Figure 1. The metal 1 layer.
Scale bar: 50 um.
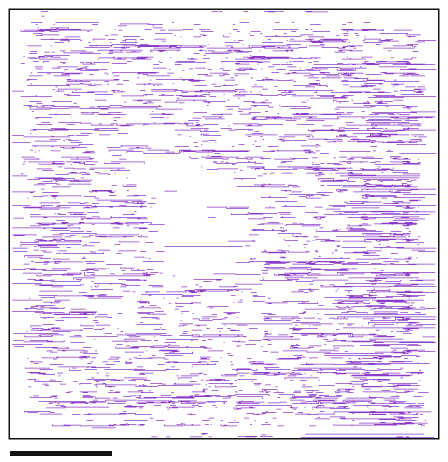
Figure 2. Metal 2.
Scale bar: 50 um. Cells faint in the background.
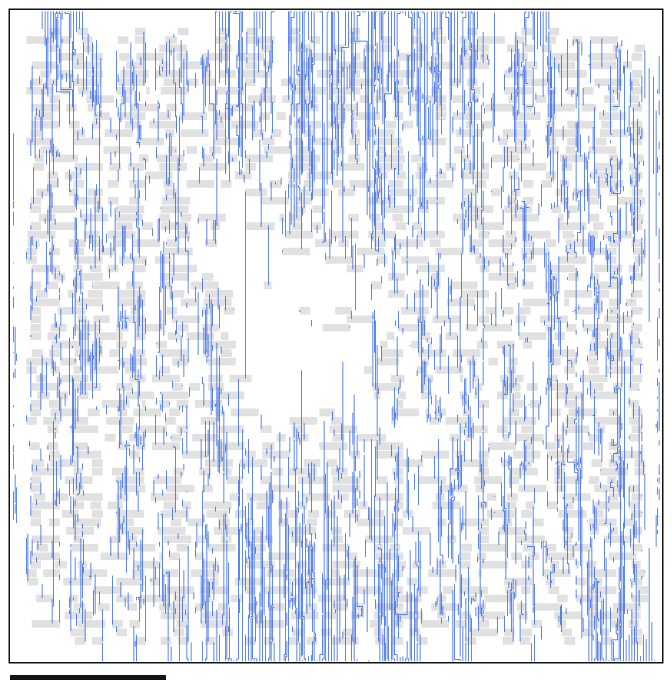
Figure 3. M3 wires.
Scale bar: 50 um. Cells faint in the background.
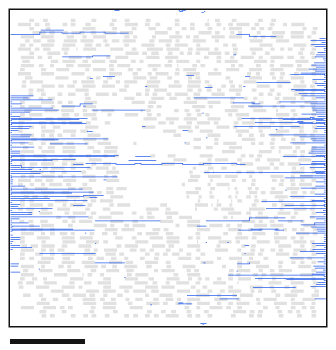
Design alu_host_sequencer, sky130hd; sources not shown.
==> impl_metrics.py <==
# Flow results
metrics = {
    "yosys": {
        "syn_area_um2": 12190,
        "synth_seq_share": 0.6756,
        "yosys.cell_types.count": 31,
        "ys_cells": 741,
        "syn-instance-count": 741,
        "netlist_top_cells_count": "sky130_fd_sc_hd__dfrtp_1 (329), sky130_fd_sc_hd__a22o_1 (192), sky130_fd_sc_hd__mux2_4 (70), sky130_fd_sc_hd__mux2_2 (60), sky130_fd_sc_hd__buf_2 (42)",
        "ff_type": "sky130_fd_sc_hd__dfrtp_1",
        "yosys.area.top_type": "sky130_fd_sc_hd__dfrtp_1",
        "synth-edff-count": 0,
        "synth.top_cell.area_share": 0.6756,
        "synth_flops": 329,
        "ys_area_um2": 12190,
        "post_synth.cell_area_avg_um2": 16.45,
        "net_count_of_the_mapped_netlist": 942,
        "post-synth-top-count-cell": "sky130_fd_sc_hd__dfrtp_1",
        "yosysWarningCount": 0,
        "ys_async_sr_fraction": 1.000,
        "top_cells_by_area": "sky130_fd_sc_hd__dfrtp_1 (68%), sky130_fd_sc_hd__a22o_1 (14%), sky130_fd_sc_hd__mux2_4 (8.6%)",
    },
    "power": {
        "clock_power_share": 0.243,
        "comb_power_share": 0.371,
        "p_sw_frac": 0.3034,
        "power_density_nw_per_um2": 880.1,
        "worst_ir_drop_vdd_v": 0.0003269,
        "cellLeakagePower_uw": 0.007938,
        "power.share.sequential": 0.385,
        "p_int_uw": 11040,
        "switchingPower_uw": 4811,
    },
    "final_timing": {
        "tightest_slew_ns": 0.9021,
        "post-route-period-util": 0.6017,
        "rsz0062_at_grt": "false",
        "period_needed_ns": 2.238,
        "timing.final.max_slew_violations": 0,
        "fin_setup_tns_ns": 0,
        "finClkSkew_ns": 0.01470,
        "max_clock_freq_ghz": 0.4468,
        "hold_violations": 0,
        "worst_slew_margin_rel": 0.3986,
        "setup-violations-final": 0,
    },
    "drt": {
        "postRouteAntennaNets": 0,
        "wl_per_cell_um": 23.44,
        "drt_iter0_markers": 448,
        "met3_length_um": 3917,
        "dr_wl_met2_um": 18150,
        "remaining_drc_errors": 0,
        "per_cell_via_count_in_the_routed_design": 4.864,
        "drtPass1Iterations": 4,
        "drt-met1-wl_um": 16500,
        "top_layer_used": "met5",
    },
    "run": {
        "maxCapViolCount": 0,
        "warnings": 26,
    },
    "worst_setup_path": {
        "timing.critical_path.arrival_ns": 2.66,
        "worstPathBufferInverterCount": 1,
        "critical_setup_path_kind": "reg -> reg",
        "worstPathCellList": "and3b_1 -> and2_4 -> buf_12 -> mux2_2",
        "reg2reg_depth": 4,
        "cp_capture_type": "flip-flop",
        "family_of_cells_with_the_greatest_summed_delay_on_the_critical_path": "simple AND/OR/NAND/NOR gates",
        "reg2reg_setup_slack_ns": 1.48,
        "critPathLaunchType": "flip-flop",
        "critical_path_depth": 4,
        "crit_required_ns": 4.14,
        "critical_path_s_largest_stage_delay_ns": 0.52,
        "cpMaxStageDelayCell": "sky130_fd_sc_hd__dfrtp_1",
        "timing.critical_path.fanout_max": 73,
    },
    "place": {
        "place.detailed.hpwl_um": 26240,
        "io_buffers": 398,
        "postPlaceCellArea_um2": 16690,
    },
    "floorplanning": {
        "core_util_floorplan": 0.3053,
        "die_w_um": 209.6,
        "rows": 73,
        "dieArea_um2": 43910,
        "placeable_core_region_um2": 39910,
        "ioPinCount": 400,
        "die_span_y_um": 209.6,
    },
    "final_layout": {
        "layout.core_utilization": 0.4513,
        "fillers": 3785,
        "fin_area_um2": 18010,
        "layout-drive-gt1-share": 0.1863,
        "area.growth.synth_to_final_pct": 47.82,
        "nets": 1338,
    },
    "global_routing": {
        "global_route.usage.total": 0.1767,
        "pin_count_of_the_biggest_net_entering_global_routing": 96,
        "global_route_wire_length_before_repair_um": 60410,
        "overflow": 0,
        "grt_antenna_before_repair": 7,
    },
    "clock_network": {
        "cts.sinks": 329,
        "cts_root_buffer": "sky130_fd_sc_hd__clkbuf_16",
        "numCtsBuffers": 39,
        "tritoncts": "yes",
        "post_cts_resize_count": 0,
        "path_clk_slew_ns": 0.06,
        "htree_levels": 2,
        "clock_insertion_delay_worst_skew_ns": 0.54,
        "cts_max_path_buffers": 3,
    },
    "status": {
        "run_status": "finished clean",
    },
    "min_path": {
        "min-delay-path-class": "in -> reg",
        "holdPathStages": 2,
    },
}
About Figure 1:
The layer holds 42% of the routed length. The longest straight run is 64.9 um. The wires run mostly horizontal.
routed vias: 8,255
fraction of met1 tracks used by global routing: 0.2259
wire length after detailed routing: 39,770 um

About Figure 2:
The wires run mostly vertical. The layer holds 46% of the routed length. 1,285 nets have wire on it.
Global Route met2 Usage: 0.2734

About Figure 3:
The wires run mostly horizontal. The layer holds 9.9% of the routed length. 220 nets have wire on it. The layer carries 3,920 um of wire.
routing usage on met3: 0.07160

## per-stage QoR
step | power, uW | hold WS [ns] | instances | worst slack (ns)
2_1_floorplan | 9124 | 0.07641 | 741 | 2.102
3_3_place_gp | 11970 | 0.4735 | 1620 | 1.272
3_5_place_dp | 12120 | 0.4777 | 1620 | 1.252
4_1_cts | 16150 | 0.3953 | 1690 | 1.463
5_1_grt | 16790 | 0.4074 | 1692 | 1.362
6_report | 15850 | 0.4372 | 1697 | 1.482
## per-layer routing
layer / GRT usage / vias up
met5: 0 / -
met1: 0.2259 / 4319
met3: 0.07160 / 70
met2: 0.2734 / 300
met4: 0.06098 / 8
li1: - / 3558
## repair_timing
item | CTS | global route
setup buffers | 0 | 0
hold buffers | 1 | 0
endpoints found under the hold margin | 88 | 0
## cells in the final DEF, fill, tap and decap left out, types with 2 or more instances in the layout
cell                              count
sky130_fd_sc_hd__inv_1                2
sky130_fd_sc_hd__nand2_1              2
sky130_fd_sc_hd__a22o_1             192
sky130_fd_sc_hd__buf_4                9
sky130_fd_sc_hd__dfrtp_1            329
sky130_fd_sc_hd__nand3b_1             2
sky130_fd_sc_hd__inv_6                4
sky130_fd_sc_hd__and2_1               2
sky130_fd_sc_hd__clkbuf_16           39
sky130_fd_sc_hd__o21ai_0              2
sky130_fd_sc_hd__bufinv_16            2
sky130_fd_sc_hd__mux2_4              70
sky130_fd_sc_hd__buf_12               5
sky130_fd_sc_hd__diode_2              7
sky130_fd_sc_hd__and2_4               3
sky130_fd_sc_hd__clkbuf_1             7
sky130_fd_sc_hd__clkinv_2             4
sky130_fd_sc_hd__mux2_2              60
sky130_fd_sc_hd__o21ai_4              2
sky130_fd_sc_hd__clkdlybuf4s50_1    397
sky130_fd_sc_hd__a31oi_1              2
sky130_fd_sc_hd__clkbuf_8            13
## cell families (layout without fill, tap and decap cells)
kind of cell           count (synthesis)  count (layout)  share of synthesized area
buffers and inverters                 60             484                    0.02865
DFF                                  329             329                     0.6756
AOI/OAI and AO/OA                    202             202                     0.1439
muxes                                131             131                     0.1425
other                                  1               8                  0.0003077
and+or+nand+nor                       18              18                   0.009036
## area by class of cell
type | count | area [um2] | area share
diodes | 7 | 17.52 | 0.0009724
clock buffers | 59 | 1181 | 0.06556
clock inverters | 10 | 115.1 | 0.006390
inverters | 2 | 7.507 | 0.0004167
multi-input cells | 352 | 3637 | 0.2019
flip-flops and latches | 329 | 8233 | 0.4570
well taps | 525 | 656.9 | 0.03646
repair buffers | 413 | 4167 | 0.2313
## power by group through the flow
| stage | Combinational, uW | Sequential (uW) | Clock [uW] |
|---|---|---|---|
| after global routing | 6270 | 6330 | 4180 |
| after detailed placement | 5970 | 6150 | 0 |
| after global placement | 5880 | 6090 | 0 |
| final | 5890 | 6110 | 3860 |
| after floorplan | 2770 | 6360 | 0 |
| after CTS | 6010 | 6130 | 4020 |
Power figures rest on the tool's default switching activity, not on a simulated workload.
